==> config.mk <==
export PLATFORM = sky130hd
export DESIGN_NAME = vga_capture
export DESIGN_NICKNAME = d
export VERILOG_FILES = /design/src/rtl/vga_capture.sv
export SDC_FILE = /design/constraint.sdc
export NUM_CORES = 1
export LEC_CHECK = 0
export CAP_MARGIN = 25
export CORE_UTILIZATION = 35
export DETAILED_ROUTE_END_ITERATION = 8
export GPL_TIMING_DRIVEN = 0
export MAX_ROUTING_LAYER = met4
export PLACE_DENSITY = 0.56
export SLEW_MARGIN = 0
export SYNTH_ARGS = -nofsm -noshare
export SYNTH_HDL_FRONTEND = slang
export SYNTH_SLANG_ARGS = --single-unit
==> constraint.sdc <==
create_clock -name CLOCK_PIX -period 3.3 [get_ports CLOCK_PIX]
set_input_delay 0.66 -clock CLOCK_PIX [delete_from_list [all_inputs] [get_ports CLOCK_PIX]]
set_output_delay 0.66 -clock CLOCK_PIX [all_outputs]
set_load 0.05 [all_outputs]
run_1/pdn.png
The bar under the picture is 20 um long. Pins as bars on the die edge. Tap cells in gray.
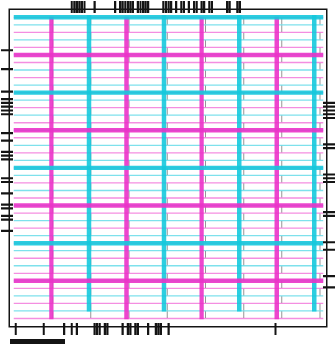
legend:
  magenta:
    net: VSS
  cyan:
    net: VDD
tap cells: 168
signal pins: 95
rows: 40
met5 straps: 8
Core Footprint: 12160 sq um
worst voltage drop across the vdd grid: 0.0002726 V

run_1/cell_classes.png
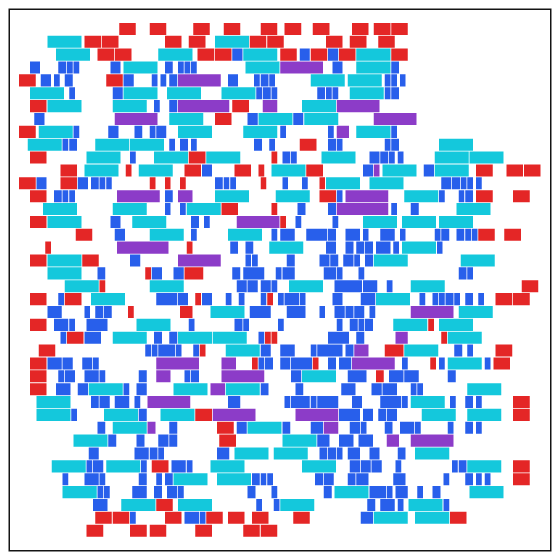
legend:
  purple:
    class: clock drivers and dummy loads
    cells: 32
    share_of_their_area: 10%
  red:
    class: other buffers and delay cells
    cells: 121
    share_of_their_area: 18%
  blue:
    class: all other logic
    cells: 360
    share_of_their_area: 33%
  cyan:
    class: flip-flops
    cells: 116
    share_of_their_area: 39%
number of core rows: 40
flop share of the area: 0.3778

run_1/clock_map.png
The bar under the picture is 20 um long.
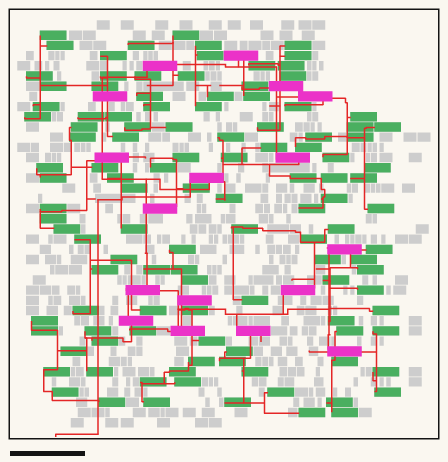
legend:
  green:
    item: flip-flops
    count: 116
  magenta:
    item: cells driving clock nets
    count: 17
  red:
    item: clock wires
    length: 1480 um
routed clock nets: 18
maximum clock skew at final layout: 0.01064 ns
power attributed to the clock group: 0.00186 W
source-to-sink clock delay at the later pin of the worst-skew pair: 0.41 ns
clock share of power: 0.526

run_1/metal_stack.png
The bar under the picture is 20 um long. Only two layers are drawn.
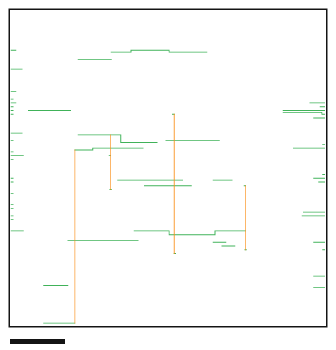
legend:
  orange:
    layer: met4
    wire_length: 156 um
  green:
    layer: met3
    wire_length: 405 um
Post-Route WL: 10.45 mm
routed wirelength normalized by instance count: 13.12 um
number of vias in the routed layout: 3741
Global Route Usage Sum: 0.1773

==> changes_impl.md, run 1 <==
### Implementation results

- Result of the run: complete, no violations
- Antenna cell count: 0
- Clock buffers created by TritonCTS: 17
- Num ports: 95
- DR DRC count: 0
- Highest net fanout along the worst path: 10
- Setup repair after global routing missed its margin: no
- Slew at the pin closest to its max-slew limit: 0.7773 ns
- Layout Area Growth over Synthesis: 39.61%
- Critical Path, Cell by Cell: inv_1, ha_1, buf_1, nor3b_2, nand4_1, or3_1, a21oi_1
- Cell at the root of the clock tree: clkbuf_16
- Final-layout setup total negative slack: 0 ns
- Vias per inst: 4.694
- Total tool warning count: 30
- Kind of start point of the critical path: register
- Sort of element at the end of the critical path: register
- Gate family responsible for the most delay along the worst path: simple AND/OR/NAND/NOR gates
- Post-synthesis cell area: 4403 sq um
- Die Y-Extent: 114.2 um
- RePlAce Congestion: 0.8189
- Number of flops mapped to enable cells by yosys: 0
- Power Density: 575.5 nW/um^2
- Net total in the final layout: 653
- Worst Setup Slack post-DPL: 0.8026 ns
- Number of distinct library cells after synthesis: 44
- Hold/Removal Path Class: register to register
- Final-report max-slew violation count: 0
- Slew headroom: 0.4761
- Initial antenna violation count: 0
- Cell count in the Yosys report: 504
- Largest net degree at the start of global routing: 17
- Least setup slack across all paths after layout: 0.7792 ns
- Crit path depth: 7
- Synth warn: 0
- Async set or reset register ratio after synthesis: 0
- Top cell excl fill/tap: dfxtp_1
- Clock sink count: 116
- Total power consumption of the routed design: 0.003537 W
- Final hold viol count: 0
- Worst reg-to-reg setup slack: 0.78 ns
- Critical path data arrival time: 2.86 ns
- Max cap viols: 0
- Count of hold-fix buffers inserted at cts: 0
- Post-synthesis instance total: 504
- Final setup violating endpoints: 0
- Post-synthesis sequential element count: 116
- Core Util at FP: 0.3620
- Required time at the worst-slack endpoint: 3.64 ns
- TritonCTS clock tree: done
- Die x size: 114.2 um
- Slowest cell delay on critical path: 0.50 ns
- Pre-antenna DRT Iters: 4
- Cell count of the worst reg-to-reg path: 7
[run 1: tightest hold or removal path: stages (launching register included)]
cell	delay, ns
dfxtp_1	0.29
nand2_1	0.04
a21oi_1	0.05
[run 1: Yosys cell counts (7+ instances only)]
library cell / n
a21oi_1: 61
clkbuf_1: 23
dfxtp_1: 116
ha_1: 7
inv_1: 10
nand2_1: 95
nand3_1: 13
nand4_1: 10
nor2_1: 45
nor2b_1: 29
nor3_1: 8
o21ai_0: 8
xnor2_1: 17
[run 1: cell type report]
class | count | area (sq um)
inverters | 10 | 37.54
plain buffers | 28 | 123.9
multi-input cells | 350 | 1919
repair buffers | 93 | 925.9
fillers | 1176 | 6015
clock buffers | 18 | 429.2
flip-flops and latches | 116 | 2322
clock inverters | 14 | 178.9
well taps | 168 | 210.2
[run 1: layer usage]
metal  wire length, um  global-route usage
met4               155             0.08225
met2              4965              0.2659
met5                 0                   -
met1              4927              0.2241
met3               404             0.04447
[run 1: stage by stage]
step | util | area [sq um] | hold WS [ns] | cells
after detailed placement | 0.4555 | 5539 | 0.4274 | 765
final | 0.5055 | 6147 | 0.4318 | 797
after global placement | 0.4550 | 5534 | 0.4204 | 764
after CTS | 0.5055 | 6147 | 0.4354 | 797
after floorplan | - | 4403 | 0.4174 | 504
after global routing | 0.5055 | 6147 | 0.4485 | 797
[run 1: power breakdown]
part,total [W],internal [W],leakage (nW),switching [W]
clock network,0.00186,0.00120,0.287,0.000666
logic,0.000227,0.0000931,0.867,0.000134
registers,0.00145,0.00143,0.943,0.0000162
total,0.00354,0.00272,2.10,0.000816
[run 1: logic make-up after synthesis]
| group | share of synthesized area |
|---|---|
| buffers and inverters | 0.03666 |
| AND-OR/OR-AND | 0.1060 |
| XOR/XNOR | 0.04376 |
| AND/OR/NAND/NOR | 0.2614 |
| adder cells (fa/ha/maj) | 0.01989 |
| multiplexers | 0.004831 |
| flip-flops | 0.5274 |
run_1/final_clocks.png
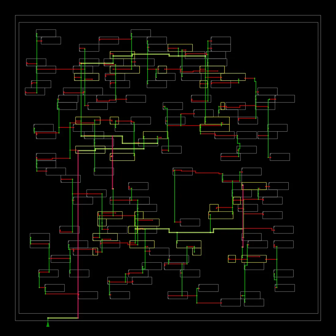

==> inputs of run 2 (changes only) <==
Settings changed: PLACE_DENSITY 0.56 to 0.58.
Clock period 3.3 ns to 2.2 ns, I/O delays scaled along.
run_2/final_clocks.png
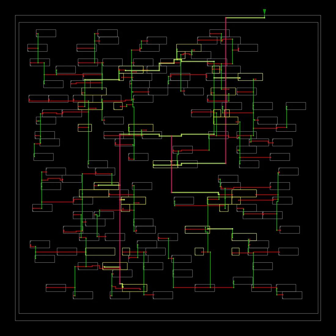
power attributed to the clock group: 0.00272 W
clock sink count: 116
count of clock buffers in the final design: 18

==> changes_impl.md, run 2 <==
### Implementation results

- Result of the run: complete, no violations (unchanged)
- Num ports: 95 (unchanged)
- Highest net fanout along the worst path: 5 (was 10)
- Register area share after synthesis: 0.5274 (unchanged)
- Critical path data arrival time: 1.66 ns (was 2.86 ns)
- Antenna cell count: 0 (unchanged)
- Post-synthesis instance total: 504 (unchanged)
- Die Y-Extent: 114.2 um (unchanged)
- Final ANT Viol Nets: 0 (unchanged)
- Leading area contributor after synthesis: dfxtp_1 (unchanged)
- Post-synth top cells: dfxtp_1 (116), nand2_1 (95), a21oi_1 (61), nor2_1 (45), nor2b_1 (29) (unchanged)
- Slew headroom: 0.5105 (was 0.4761)
- Cell count in the Yosys report: 504 (unchanged)
- Clock buffers created by TritonCTS: 17 (unchanged)
- Placed cell count: 765 (unchanged)
- Kind of start point of the critical path: register (unchanged)
- RePlAce Congestion: 0.8578 (was 0.8189)
- Die x size: 114.2 um (unchanged)
- Worst voltage drop across the vdd grid: 0.0003218 V (was 0.0002726 V)
- Core Util at FP: 0.3620 (unchanged)
- Post-synth top area share: 0.5274 (unchanged)
- Post-synthesis cell area: 4403 sq um (unchanged)
- Cell leakage power: 2.157 nW (was 2.098 nW)
- Global-route wire length before repair: 17.69 mm (was 17.21 mm)
- Hold/Removal Path Class: register to register (unchanged)
- Critical path buffer and inverter count: 1 (was 2)
- Number of distinct library cells after synthesis: 44 (unchanged)
- Post-Route WL: 10.84 mm (was 10.45 mm)
- Initial antenna violation count: 0 (unchanged)
- Top cell excl fill/tap: dfxtp_1 (unchanged)
- Routed wirelength normalized by instance count: 13.55 um (was 13.12 um)
- Slowest cell delay on critical path: 0.84 ns (was 0.50 ns)
- Cell count of the worst reg-to-reg path: 8 (was 7)
- Total power consumption of the routed design: 0.005257 W (was 0.003537 W)
- Sort of element at the end of the critical path: primary output (was register)
- Final-report max-slew violation count: 0 (unchanged)
- Dominant cell by count in the synthesized netlist: dfxtp_1 (unchanged)
- Most used routing layer: met2 (unchanged)
- Number of standard cells in the layout, taps in and fillers out: 800 (was 797)
- DP Area: 5539 sq um (unchanged)
- Total number of H-tree levels: 4 (unchanged)
- Net total in the final layout: 656 (was 653)
- DR DRC count: 0 (unchanged)
- Global Route Usage Sum: 0.1830 (was 0.1773)
- Power Density: 841.3 nW/um^2 (was 575.5 nW/um^2)
- Instance count along the most critical hold path: 2 (unchanged)
- Top achievable clock speed: 477.0 MHz
- Required time at the worst-slack endpoint: 1.76 ns (was 3.64 ns)
- Slew at the pin closest to its max-slew limit: 0.7276 ns (was 0.7773 ns)
- GRT met1 Usage: 0.2354 (was 0.2241)
- Maximum clock skew at final layout: 0.009401 ns (was 0.01064 ns)
- Largest net degree at the start of global routing: 17 (unchanged)
- Initial DRC Count: 158 (was 113)
- Final-layout setup total negative slack: 0 ns (unchanged)
- Post-synthesis sequential element count: 116 (unchanged)
- Number of flops mapped to enable cells by yosys: 0 (unchanged)
- Gate family responsible for the most delay along the worst path: buffers and inverters (was simple AND/OR/NAND/NOR gates)
- Number of core rows: 40 (unchanged)
- Max cap viols: 0 (unchanged)
- Crit path depth: 1 (was 7)
- Vias per inst: 4.693 (was 4.694)
- Floorplan Nets: 541 (unchanged)
- Layout filler cell count: 1160 (was 1176)
- Global-route track usage on met2: 0.2731 (was 0.2659)
- Final setup violating endpoints: 0 (unchanged)
- Cell at the root of the clock tree: clkbuf_16 (unchanged)
- TritonCTS clock tree: done (unchanged)
- Worst reg-to-reg setup slack: 0.11 ns (was 0.78 ns)
- Async set or reset register ratio after synthesis: 0 (unchanged)
- Critical Path, Cell by Cell: clkdlybuf4s50_1 (was inv_1, ha_1, buf_1, nor3b_2, nand4_1, or3_1, a21oi_1)
- Setup repair after global routing missed its margin: no (unchanged)
- Met3 track demand over resource: 0.04976 (was 0.04447)
- DP HPWL: 7.334 mm (was 7.415 mm)
- Pre-antenna DRT Iters: 4 (unchanged)
- Worst hold slack across all endpoints: 0.4312 ns (was 0.4318 ns)
- Final hold viol count: 0 (unchanged)
- Total tool warning count: 30 (unchanged)
- Tmin final: 2.096 ns
- Number of vias in the routed layout: 3754 (was 3741)
- Layout Area Growth over Synthesis: 41.92% (was 39.61%)
- Commonest register cell after synthesis: dfxtp_1 (unchanged)
- Synth warn: 0 (unchanged)
- Source-to-sink clock delay at the later pin of the worst-skew pair: 0.41 ns (about the same)
- Total non-filler cell area in the finished layout: 6248 sq um (was 6147 sq um)
- Core Footprint: 12160 sq um (unchanged)
-- run 2: cell counts after synthesis --
Identical to the previous run, type by type.
-- run 2: per-stage QoR --
step / utilization / setup WS (ns)
final: 0.5138 / 0.1036
after floorplan: - / 0.1456
after CTS: 0.5091 / 0.004043
after global placement: 0.4550 / -0.2449
after detailed placement: 0.4555 / -0.3488
after global routing: 0.5138 / 0.003855
-- run 2: power by group --
part | switching [W] | internal, W | leakage, nW
Sequential | 0.0000243 | 0.00215 | 0.943
Clock | 0.00102 | 0.00170 | 0.279
Combinational | 0.000208 | 0.000154 | 0.935
-- run 2: cell families after synthesis --
group | share of synthesized area
multiplexers | 0.004831
AND/OR/NAND/NOR | 0.2614
flip-flops | 0.5274
AND-OR/OR-AND | 0.1060
buffers and inverters | 0.03666
XOR/XNOR | 0.04376
adder cells (fa/ha/maj) | 0.01989
-- run 2: layout make-up --
cell class / instances / area, sq um / share of cell area
Sequential cell: 116 / 2322 / 0.3716
Multi-Input combinational cell: 350 / 1983 / 0.3174
Buffer: 27 / 147.6 / 0.02363
Timing Repair Buffer: 97 / 955.9 / 0.1530
Clock buffer: 18 / 439.2 / 0.07028
Inverter: 10 / 37.54 / 0.006007
Clock inverter: 14 / 152.6 / 0.02443
Tap cell: 168 / 210.2 / 0.03364
-- run 2: timing repair --
item,in CTS,in global routing
cloned,0,0
pin swaps,2,3
gates resized,18,13
setup endpoints to repair,58,52
hold buffers,0,0
buffers inserted,1,3
-- run 2: per-layer routing --
layer,up-vias,part of all wire
met3,12,0.047
met1,1729,0.46
met4,0,0.017
met5,-,0
met2,85,0.47
li1,1928,-
Power is estimated from default activity; no workload was simulated.
